==> run_1/power_grid.png <==
Drawn at 6 px/µm. Pins as bars on the die edge. Tap cells in grey.
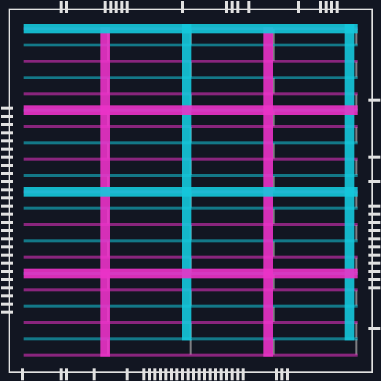
==> run_1/wires.png <==
Drawn at 8 px/µm.
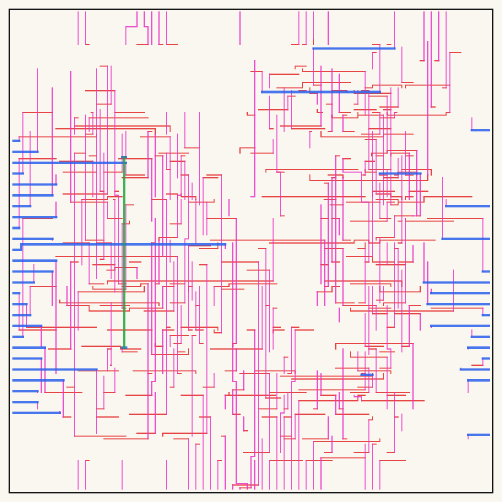
==> run_1/clocks.png <==
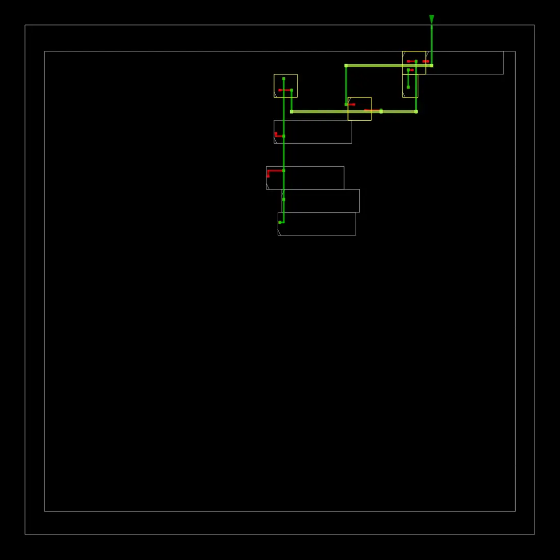
<file path="src/rtl/hazard_if.sv">
// Hazard-control bundle between the pipeline datapath and hazard_ctrl.
// The datapath side (master) drives register addresses, write enables,
// the branch decision and the debug/perf controls; the hazard unit
// (slave) drives stall, flush, forwarding selects, halt_ack and counters.
interface hazard_if #(
    parameter int CNT_W = 16
);
    logic [4:0]       Rs1D;
    logic [4:0]       Rs2D;
    logic [4:0]       Rs1E;
    logic [4:0]       Rs2E;
    logic [4:0]       RdE;
    logic [4:0]       RdM;
    logic [4:0]       RdW;
    logic             RegWriteM;
    logic             RegWriteW;
    logic [1:0]       ResultSrcE;
    logic             PCSrcE;
    logic             halt_req;
    logic             perf_clr;

    logic             StallF;
    logic             StallD;
    logic             FlushD;
    logic             FlushE;
    logic [1:0]       ForwardAE;
    logic [1:0]       ForwardBE;
    logic             halt_ack;
    logic [CNT_W-1:0] stall_cnt;
    logic [CNT_W-1:0] flush_cnt;

    modport master (
        output Rs1D, Rs2D, Rs1E, Rs2E, RdE, RdM, RdW,
        output RegWriteM, RegWriteW, ResultSrcE, PCSrcE, halt_req, perf_clr,
        input  StallF, StallD, FlushD, FlushE, ForwardAE, ForwardBE,
        input  halt_ack, stall_cnt, flush_cnt
    );

    modport slave (
        input  Rs1D, Rs2D, Rs1E, Rs2E, RdE, RdM, RdW,
        input  RegWriteM, RegWriteW, ResultSrcE, PCSrcE, halt_req, perf_clr,
        output StallF, StallD, FlushD, FlushE, ForwardAE, ForwardBE,
        output halt_ack, stall_cnt, flush_cnt
    );
endinterface

</file>
<file path="src/rtl/hazard_ctrl.sv">
// Hazard and pipeline-control unit for the 5-stage RISC-V pipeline.
// Combinational forwarding, load-use stall and branch flush, plus a
// RUN/DRAIN/HALTED debug-halt handshake that drains E->M->W before
// acknowledging. Optional hazard counters are built when the macro
// HAZARD_PERF_EN is defined; otherwise the counters read as zero.
module hazard_ctrl #(
    parameter int DRAIN_CYC = 3,
    parameter int CNT_W     = 16
) (
    input logic     clk,
    input logic     rst,
    hazard_if.slave hif
);
    localparam int DW = (DRAIN_CYC > 1) ? $clog2(DRAIN_CYC) : 1;

    typedef enum logic [1:0] {
        RUN,
        DRAIN,
        HALTED
    } state_t;

    state_t        state;
    logic [DW-1:0] drainCnt;
    logic          haltAck;
    logic          lwStall;
    logic [1:0]    fwdA;
    logic [1:0]    fwdB;
    logic          stallF;
    logic          stallD;
    logic          flushD;
    logic          flushE;

    // M-stage producer wins over W; x0 is never forwarded.
    function automatic logic [1:0] fwdSel(
        input logic [4:0] rs,
        input logic       wM,
        input logic [4:0] rdM,
        input logic       wW,
        input logic [4:0] rdW
    );
        if (wM && (rdM != 5'd0) && (rdM == rs))
            return 2'b10;
        else if (wW && (rdW != 5'd0) && (rdW == rs))
            return 2'b01;
        else
            return 2'b00;
    endfunction

    // Forwarding selects and load-use detection, independent of FSM state.
    always_comb begin
        fwdA    = fwdSel(hif.Rs1E, hif.RegWriteM, hif.RdM, hif.RegWriteW, hif.RdW);
        fwdB    = fwdSel(hif.Rs2E, hif.RegWriteM, hif.RdM, hif.RegWriteW, hif.RdW);
        lwStall = (hif.ResultSrcE == 2'b01) && (hif.RdE != 5'd0) &&
                  ((hif.Rs1D == hif.RdE) || (hif.Rs2D == hif.RdE));
    end

    // Stall/flush per state; a branch in DRAIN still loads its target.
    always_comb begin
        stallF = 1'b0;
        stallD = 1'b0;
        flushD = 1'b0;
        flushE = 1'b0;
        if (!rst) begin
            case (state)
                RUN: begin
                    stallF = lwStall;
                    stallD = lwStall;
                    flushD = hif.PCSrcE;
                    flushE = lwStall | hif.PCSrcE;
                end
                DRAIN: begin
                    stallF = !hif.PCSrcE;
                    stallD = 1'b1;
                    flushD = hif.PCSrcE;
                    flushE = 1'b1;
                end
                HALTED: begin
                    stallF = 1'b1;
                    stallD = 1'b1;
                    flushE = 1'b1;
                end
                default: ;
            endcase
        end
    end

    // Halt handshake: a taken branch defers DRAIN entry by one cycle.
    always_ff @(posedge clk or posedge rst) begin
        if (rst) begin
            state    <= RUN;
            drainCnt <= '0;
            haltAck  <= 1'b0;
        end else begin
            case (state)
                RUN: begin
                    haltAck <= 1'b0;
                    if (hif.halt_req && !hif.PCSrcE) begin
                        state    <= DRAIN;
                        drainCnt <= DW'(DRAIN_CYC - 1);
                    end
                end
                DRAIN: begin
                    if (!hif.halt_req) begin
                        state <= RUN;
                    end else if (drainCnt == '0) begin
                        state   <= HALTED;
                        haltAck <= 1'b1;
                    end else begin
                        drainCnt <= drainCnt - 1'b1;
                    end
                end
                HALTED: begin
                    if (!hif.halt_req) begin
                        state   <= RUN;
                        haltAck <= 1'b0;
                    end
                end
                default: begin
                    state   <= RUN;
                    haltAck <= 1'b0;
                end
            endcase
        end
    end

    assign hif.StallF    = stallF;
    assign hif.StallD    = stallD;
    assign hif.FlushD    = flushD;
    assign hif.FlushE    = flushE;
    assign hif.ForwardAE = rst ? 2'b00 : fwdA;
    assign hif.ForwardBE = rst ? 2'b00 : fwdB;
    assign hif.halt_ack  = haltAck;

`ifdef HAZARD_PERF_EN
    logic [CNT_W-1:0] stallCnt;
    logic [CNT_W-1:0] flushCnt;

    // Saturating hazard counters; a clear beats an increment.
    always_ff @(posedge clk or posedge rst) begin
        if (rst) begin
            stallCnt <= '0;
            flushCnt <= '0;
        end else if (hif.perf_clr) begin
            stallCnt <= '0;
            flushCnt <= '0;
        end else begin
            if ((state == RUN) && lwStall && (stallCnt != '1))
                stallCnt <= stallCnt + 1'b1;
            if (hif.PCSrcE && (flushCnt != '1))
                flushCnt <= flushCnt + 1'b1;
        end
    end

    assign hif.stall_cnt = stallCnt;
    assign hif.flush_cnt = flushCnt;
`else
    assign hif.stall_cnt = '0;
    assign hif.flush_cnt = '0;
`endif
endmodule

</file>
<file path="src/flat_wrapper.sv">
// flat-port wrapper written by rule: the top's interface ports become plain ports
module hazard_ctrl_flat 
#(
    parameter int DRAIN_CYC = 3,
    parameter int CNT_W     = 16
)
  (clk, rst, hif_Rs1D, hif_Rs2D, hif_Rs1E, hif_Rs2E, hif_RdE, hif_RdM, hif_RdW, hif_RegWriteM, hif_RegWriteW, hif_ResultSrcE, hif_PCSrcE, hif_halt_req, hif_perf_clr, hif_StallF, hif_StallD, hif_FlushD, hif_FlushE, hif_ForwardAE, hif_ForwardBE, hif_halt_ack, hif_stall_cnt, hif_flush_cnt);
  hazard_if #(.CNT_W(CNT_W)) hif_i ();
  input logic clk;
  input logic rst;
  input wire logic [$bits(hif_i.Rs1D)-1:0] hif_Rs1D;
  input wire logic [$bits(hif_i.Rs2D)-1:0] hif_Rs2D;
  input wire logic [$bits(hif_i.Rs1E)-1:0] hif_Rs1E;
  input wire logic [$bits(hif_i.Rs2E)-1:0] hif_Rs2E;
  input wire logic [$bits(hif_i.RdE)-1:0] hif_RdE;
  input wire logic [$bits(hif_i.RdM)-1:0] hif_RdM;
  input wire logic [$bits(hif_i.RdW)-1:0] hif_RdW;
  input wire logic [$bits(hif_i.RegWriteM)-1:0] hif_RegWriteM;
  input wire logic [$bits(hif_i.RegWriteW)-1:0] hif_RegWriteW;
  input wire logic [$bits(hif_i.ResultSrcE)-1:0] hif_ResultSrcE;
  input wire logic [$bits(hif_i.PCSrcE)-1:0] hif_PCSrcE;
  input wire logic [$bits(hif_i.halt_req)-1:0] hif_halt_req;
  input wire logic [$bits(hif_i.perf_clr)-1:0] hif_perf_clr;
  output wire logic [$bits(hif_i.StallF)-1:0] hif_StallF;
  output wire logic [$bits(hif_i.StallD)-1:0] hif_StallD;
  output wire logic [$bits(hif_i.FlushD)-1:0] hif_FlushD;
  output wire logic [$bits(hif_i.FlushE)-1:0] hif_FlushE;
  output wire logic [$bits(hif_i.ForwardAE)-1:0] hif_ForwardAE;
  output wire logic [$bits(hif_i.ForwardBE)-1:0] hif_ForwardBE;
  output wire logic [$bits(hif_i.halt_ack)-1:0] hif_halt_ack;
  output wire logic [$bits(hif_i.stall_cnt)-1:0] hif_stall_cnt;
  output wire logic [$bits(hif_i.flush_cnt)-1:0] hif_flush_cnt;
  assign hif_i.Rs1D = hif_Rs1D;
  assign hif_i.Rs2D = hif_Rs2D;
  assign hif_i.Rs1E = hif_Rs1E;
  assign hif_i.Rs2E = hif_Rs2E;
  assign hif_i.RdE = hif_RdE;
  assign hif_i.RdM = hif_RdM;
  assign hif_i.RdW = hif_RdW;
  assign hif_i.RegWriteM = hif_RegWriteM;
  assign hif_i.RegWriteW = hif_RegWriteW;
  assign hif_i.ResultSrcE = hif_ResultSrcE;
  assign hif_i.PCSrcE = hif_PCSrcE;
  assign hif_i.halt_req = hif_halt_req;
  assign hif_i.perf_clr = hif_perf_clr;
  assign hif_StallF = hif_i.StallF;
  assign hif_StallD = hif_i.StallD;
  assign hif_FlushD = hif_i.FlushD;
  assign hif_FlushE = hif_i.FlushE;
  assign hif_ForwardAE = hif_i.ForwardAE;
  assign hif_ForwardBE = hif_i.ForwardBE;
  assign hif_halt_ack = hif_i.halt_ack;
  assign hif_stall_cnt = hif_i.stall_cnt;
  assign hif_flush_cnt = hif_i.flush_cnt;
  hazard_ctrl #(.DRAIN_CYC(DRAIN_CYC), .CNT_W(CNT_W)) u_core (.clk(clk), .rst(rst), .hif(hif_i));
endmodule
</file>
<file path="config.mk">
export PLATFORM = sky130hd
export DESIGN_NAME = hazard_ctrl_flat
export DESIGN_NICKNAME = d
export VERILOG_FILES = /design/src/rtl/hazard_if.sv /design/src/rtl/hazard_ctrl.sv /design/src/flat_wrapper.sv
export SDC_FILE = /design/constraint.sdc
export NUM_CORES = 1
export LEC_CHECK = 0
export ABC_CLOCK_PERIOD_IN_PS = 1900
export CORE_MARGIN = 2
export CORE_UTILIZATION = 33
export DETAILED_ROUTE_END_ITERATION = 6
export PLACE_DENSITY_LB_ADDON = 0.1
export SLEW_MARGIN = 20
export SYNTH_ARGS = -nofsm -noshare
export SYNTH_HDL_FRONTEND = slang
export SYNTH_SLANG_ARGS = --single-unit
</file>
<file path="constraint.sdc">
create_clock -name clk -period 1.9 [get_ports clk]
set_input_delay 0.38 -clock clk [delete_from_list [all_inputs] [get_ports clk]]
set_output_delay 0.38 -clock clk [all_outputs]
set_load 0.02 [all_outputs]
</file>
==> out/qor.tcl, run 1 <==
set qor(run_status) {complete, but fails checks}
set qor(failed_checks) {negative setup slack}
set qor(final_hold_fails) 0
set qor(simple_gate_share_pct) 18.47
set qor(synthArstFlopShare_pct) 100.0
set qor(gpl.final_weighted_congestion) 0.7731
set qor(met3WireLength_um) 216
set qor(log.warning_count) 32
set qor(worst_path_largest_cell_delay_ns) 0.53
set qor(dpl_worst_slack_ns) -1.041
set qor(cpLargestDelayFamily) {simple AND/OR/NAND/NOR gates}
set qor(antenna_violations_before_repair) 0
set qor(yosys-stat-cells) 133
set qor(grt.met3_usage_pct) 3.247
set qor(routedLengthMet1_um) 990
set qor(setup_viol) 7
set qor(final-max-slew-violation-count) 0
set qor(cp_common_cell) {buf_6}
set qor(globalRoute.busiestLayer) {met2}
set qor(final_util_pct) 62.56
set qor(multi_input_comb_area_um2) 883.3
set qor(syn-instance-count) 133
set qor(combinational_share_of_cell_area_pct) 46.63
set qor(timing.critical_path.slowest_stage_cell) {or4_4}
set qor(syn_area_per_cell_um2) 7.846
set qor(io-pin-count) 85
set qor(enable_flop_cells) 0
set qor(most-common-layout-cells) {buf_4 (38), conb_1 (32), xor2_1 (20)}
set qor(timing.rr.end) {u_core.state[0]}
set qor(core_ar_mm2) 0.003028
set qor(nClkBuffers) 3
set qor(p_int_uw) 661.8
set qor(die-width_um) 60.23
set qor(r2r_start) {u_core.state[1]}
set qor(ys_ff) 5
set qor(detailed_router_s_first_iteration_violation_count) 32
set qor(vias) 1125
set qor(crit_path_drt_ns) 1.52
set qor(numPlacedInstances) 258
set qor(power_in_combinational_cells_uw) 880
set qor(grt_remaining_overflow) 0
set qor(totalPowerFinal_mw) 1.166
set qor(synth-compound-area-share_pct) 12.47
set qor(min-delay-path-class) {input port to async pin}
set qor(drc) 0
set qor(ctsHtreeMaxLevel) 1
set qor(final_critical_path_setup_slack_ns) -0.1937
set qor(floorplan.die.height_um) 60.23
set qor(worst_path_fanout_max) 2
set qor(synth_area_mm2) 0.001044
set qor(layout_top_cell_excl_fill_tap) {buf_4}
set qor(fill_cells) 297
## Picture notes: power_grid.png
legend:
  VDD:
    colour: cyan
  VSS:
    colour: magenta
met4 straps: 4
met5 straps: 4
signal pins: 85
met1 rails: 21

## Picture notes: wires.png
legend:
  metal 3:
    colour: blue
    wire_length: 217 µm
  metal 4:
    colour: green
    wire_length: 23.8 µm
  metal 2:
    colour: magenta
    wire_length: 1730 µm
  metal 1:
    colour: red
    wire_length: 990 µm

## Picture notes: clocks.png
power in the clock group: 121 µW
clk latency late pin: 0.24 ns
skew final: 0.005444 ns
registers: 5
clock sink count: 5

==> run 1 -> run 2 <==
--- a/config.mk
+++ b/config.mk
@@ -6,6 +6,7 @@
 export NUM_CORES = 1
 export LEC_CHECK = 0
 export ABC_CLOCK_PERIOD_IN_PS = 1900
+export CAP_MARGIN = 5
 export CORE_MARGIN = 2
 export CORE_UTILIZATION = 33
 export DETAILED_ROUTE_END_ITERATION = 6
==> run_2/sizes.png <==
Drawn at 6 px/µm.
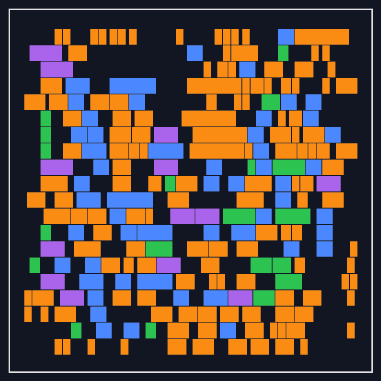
legend:
  _0 and _1 cells:
    colour: orange
    cells: 139
    share: 62%
  _3 and _4 cells:
    colour: blue
    cells: 53
    share: 24%
  _6 and larger:
    colour: purple
    cells: 13
    share: 5.8%
  _2 cells:
    colour: green
    cells: 19
    share: 8.5%

==> run 2 against run 1 <==
The flow still finishes with violations (negative setup slack). Sequential power about the same. Critical path depth unchanged. Clock skew unchanged. Sequential share of layout area unchanged. Sequential cell count unchanged. Global-route usage unchanged. Final area unchanged. Worst setup slack unchanged. Power unchanged. Critical path type unchanged. Highest routed layer unchanged.
==> out/qor.tcl, run 2 <==
set qor(run_status) {complete, but fails checks}
set qor(failed_checks) {negative setup slack}
set qor(drive_above_1_share_pct) 37.95
set qor(ys_ff) 5 ;# unchanged
set qor(cts.sinks) 5 ;# unchanged
set qor(combinational_share_of_cell_area_pct) 46.63 ;# unchanged
set qor(timing.rr.end) {u_core.state[0]}
set qor(combPwrFrac_pct) 75.4
set qor(grt_remaining_overflow) 0 ;# unchanged
set qor(syn_area_per_cell_um2) 7.846 ;# unchanged
set qor(multi_input_comb_area_um2) 883.3 ;# unchanged
set qor(synth-compound-area-share_pct) 12.47 ;# unchanged
set qor(simple_gate_share_pct) 18.47 ;# unchanged
set qor(period_used_pct) 110.2
set qor(most-common-layout-cells) {buf_4 (38), conb_1 (32), xor2_1 (20)}
set qor(startpoint) {hif_RdM[3]}
set qor(worstSkewPairLatency_ns) 0.24 ;# about the same
set qor(io-pin-count) 85 ;# unchanged
set qor(vias) 1125 ;# unchanged
set qor(ys_sh_mux_pct) 0
set qor(final_net_count) 274
set qor(clockNetworkPower_uw) 121 ;# about the same
set qor(layout_top_cell_excl_fill_tap) {buf_4}
set qor(yosys-stat-cells) 133 ;# unchanged
set qor(synthArstFlopShare_pct) 100.0 ;# unchanged
set qor(synth_top_flop_cell) {dfrtp_1}
set qor(p_int_uw) 661.8 ;# unchanged
set qor(drc) 0 ;# unchanged
set qor(ctsHtreeMaxLevel) 1 ;# unchanged
set qor(sh_seq_area_pct) 6.605
set qor(detail_route.wirelength_um) 2957
set qor(wl_per_cell_um) 11.03
set qor(floorplan.die.height_um) 60.23 ;# unchanged
set qor(syn-instance-count) 133 ;# unchanged
set qor(detailed_router_s_first_iteration_violation_count) 32 ;# unchanged
set qor(cpLargestDelayFamily) {simple AND/OR/NAND/NOR gates}
set qor(detail_route.vias_per_cell) 4.198
set qor(totalPowerFinal_mw) 1.166 ;# unchanged
set qor(log.warning_count) 32 ;# unchanged
set qor(final-max-slew-violation-count) 0 ;# unchanged
set qor(cp_data_arrival_time_ns) 1.71
set qor(routedLengthMet1_um) 990 ;# unchanged
set qor(antenna_violations_before_repair) 0 ;# unchanged
set qor(grt_max_degree) 8
set qor(synth_area_mm2) 0.001044 ;# unchanged
set qor(maxClockFrequency_ghz) 0.4776
set qor(worst_path_largest_cell_delay_ns) 0.53 ;# about the same
set qor(nClkBuffers) 3 ;# unchanged
set qor(die-width_um) 60.23 ;# unchanged
set qor(globalRoute.busiestLayer) {met2}
set qor(crit_path_drt_ns) 1.52 ;# about the same
set qor(final_design_area_no_fill_mm2) 0.001894
set qor(largest_area_cell) {buf_4}
set qor(clock_power_share_pct) 10.3
set qor(r2r_start) {u_core.state[1]}
set qor(met3WireLength_um) 216 ;# unchanged
set qor(worst_path_fanout_max) 2 ;# unchanged
set qor(power_in_combinational_cells_uw) 880 ;# about the same
set qor(count_of_cell_instances_traversed_by_the_critical_path) 8
set qor(final.setup_skew_ns) 0.005444 ;# unchanged
set qor(min-delay-path-class) {input port to async pin}
set qor(gpl.final_weighted_congestion) 0.7731 ;# unchanged
set qor(enable_flop_cells) 0 ;# unchanged
set qor(reg2reg_slack_ns) 0.15
set qor(power.leakage_nw) 0.9447
set qor(seq_cells) 5 ;# unchanged
set qor(fill_cells) 297 ;# unchanged
set qor(synth.top_cell.area_share_pct) 23.02
set qor(timing.critical_path.slowest_stage_cell) {or4_4}
set qor(numPlacedInstances) 258 ;# unchanged
set qor(grt.met3_usage_pct) 3.247 ;# unchanged
set qor(final_cell_count_no_fill) 268
set qor(port_buffers) 51
set qor(cp_num_buf_inv) 4
set qor(path_clk_slew_ns) 0.05
set qor(final_hold_fails) 0 ;# unchanged
set qor(gr-usage-met2_pct) 35.40
set qor(cp_common_cell) {buf_6}
set qor(core_ar_mm2) 0.003028 ;# unchanged
set qor(powerDensity_mw_per_mm2) 615.6
set qor(setup_viol) 7 ;# unchanged
set qor(synth-xor-area-share_pct) 25.18
set qor(final_critical_path_setup_slack_ns) -0.1937 ;# unchanged
set qor(final_util_pct) 62.56 ;# unchanged
set qor(dpl_worst_slack_ns) -1.041 ;# unchanged
No activity file was given, so power comes from the tool's default toggle rates.
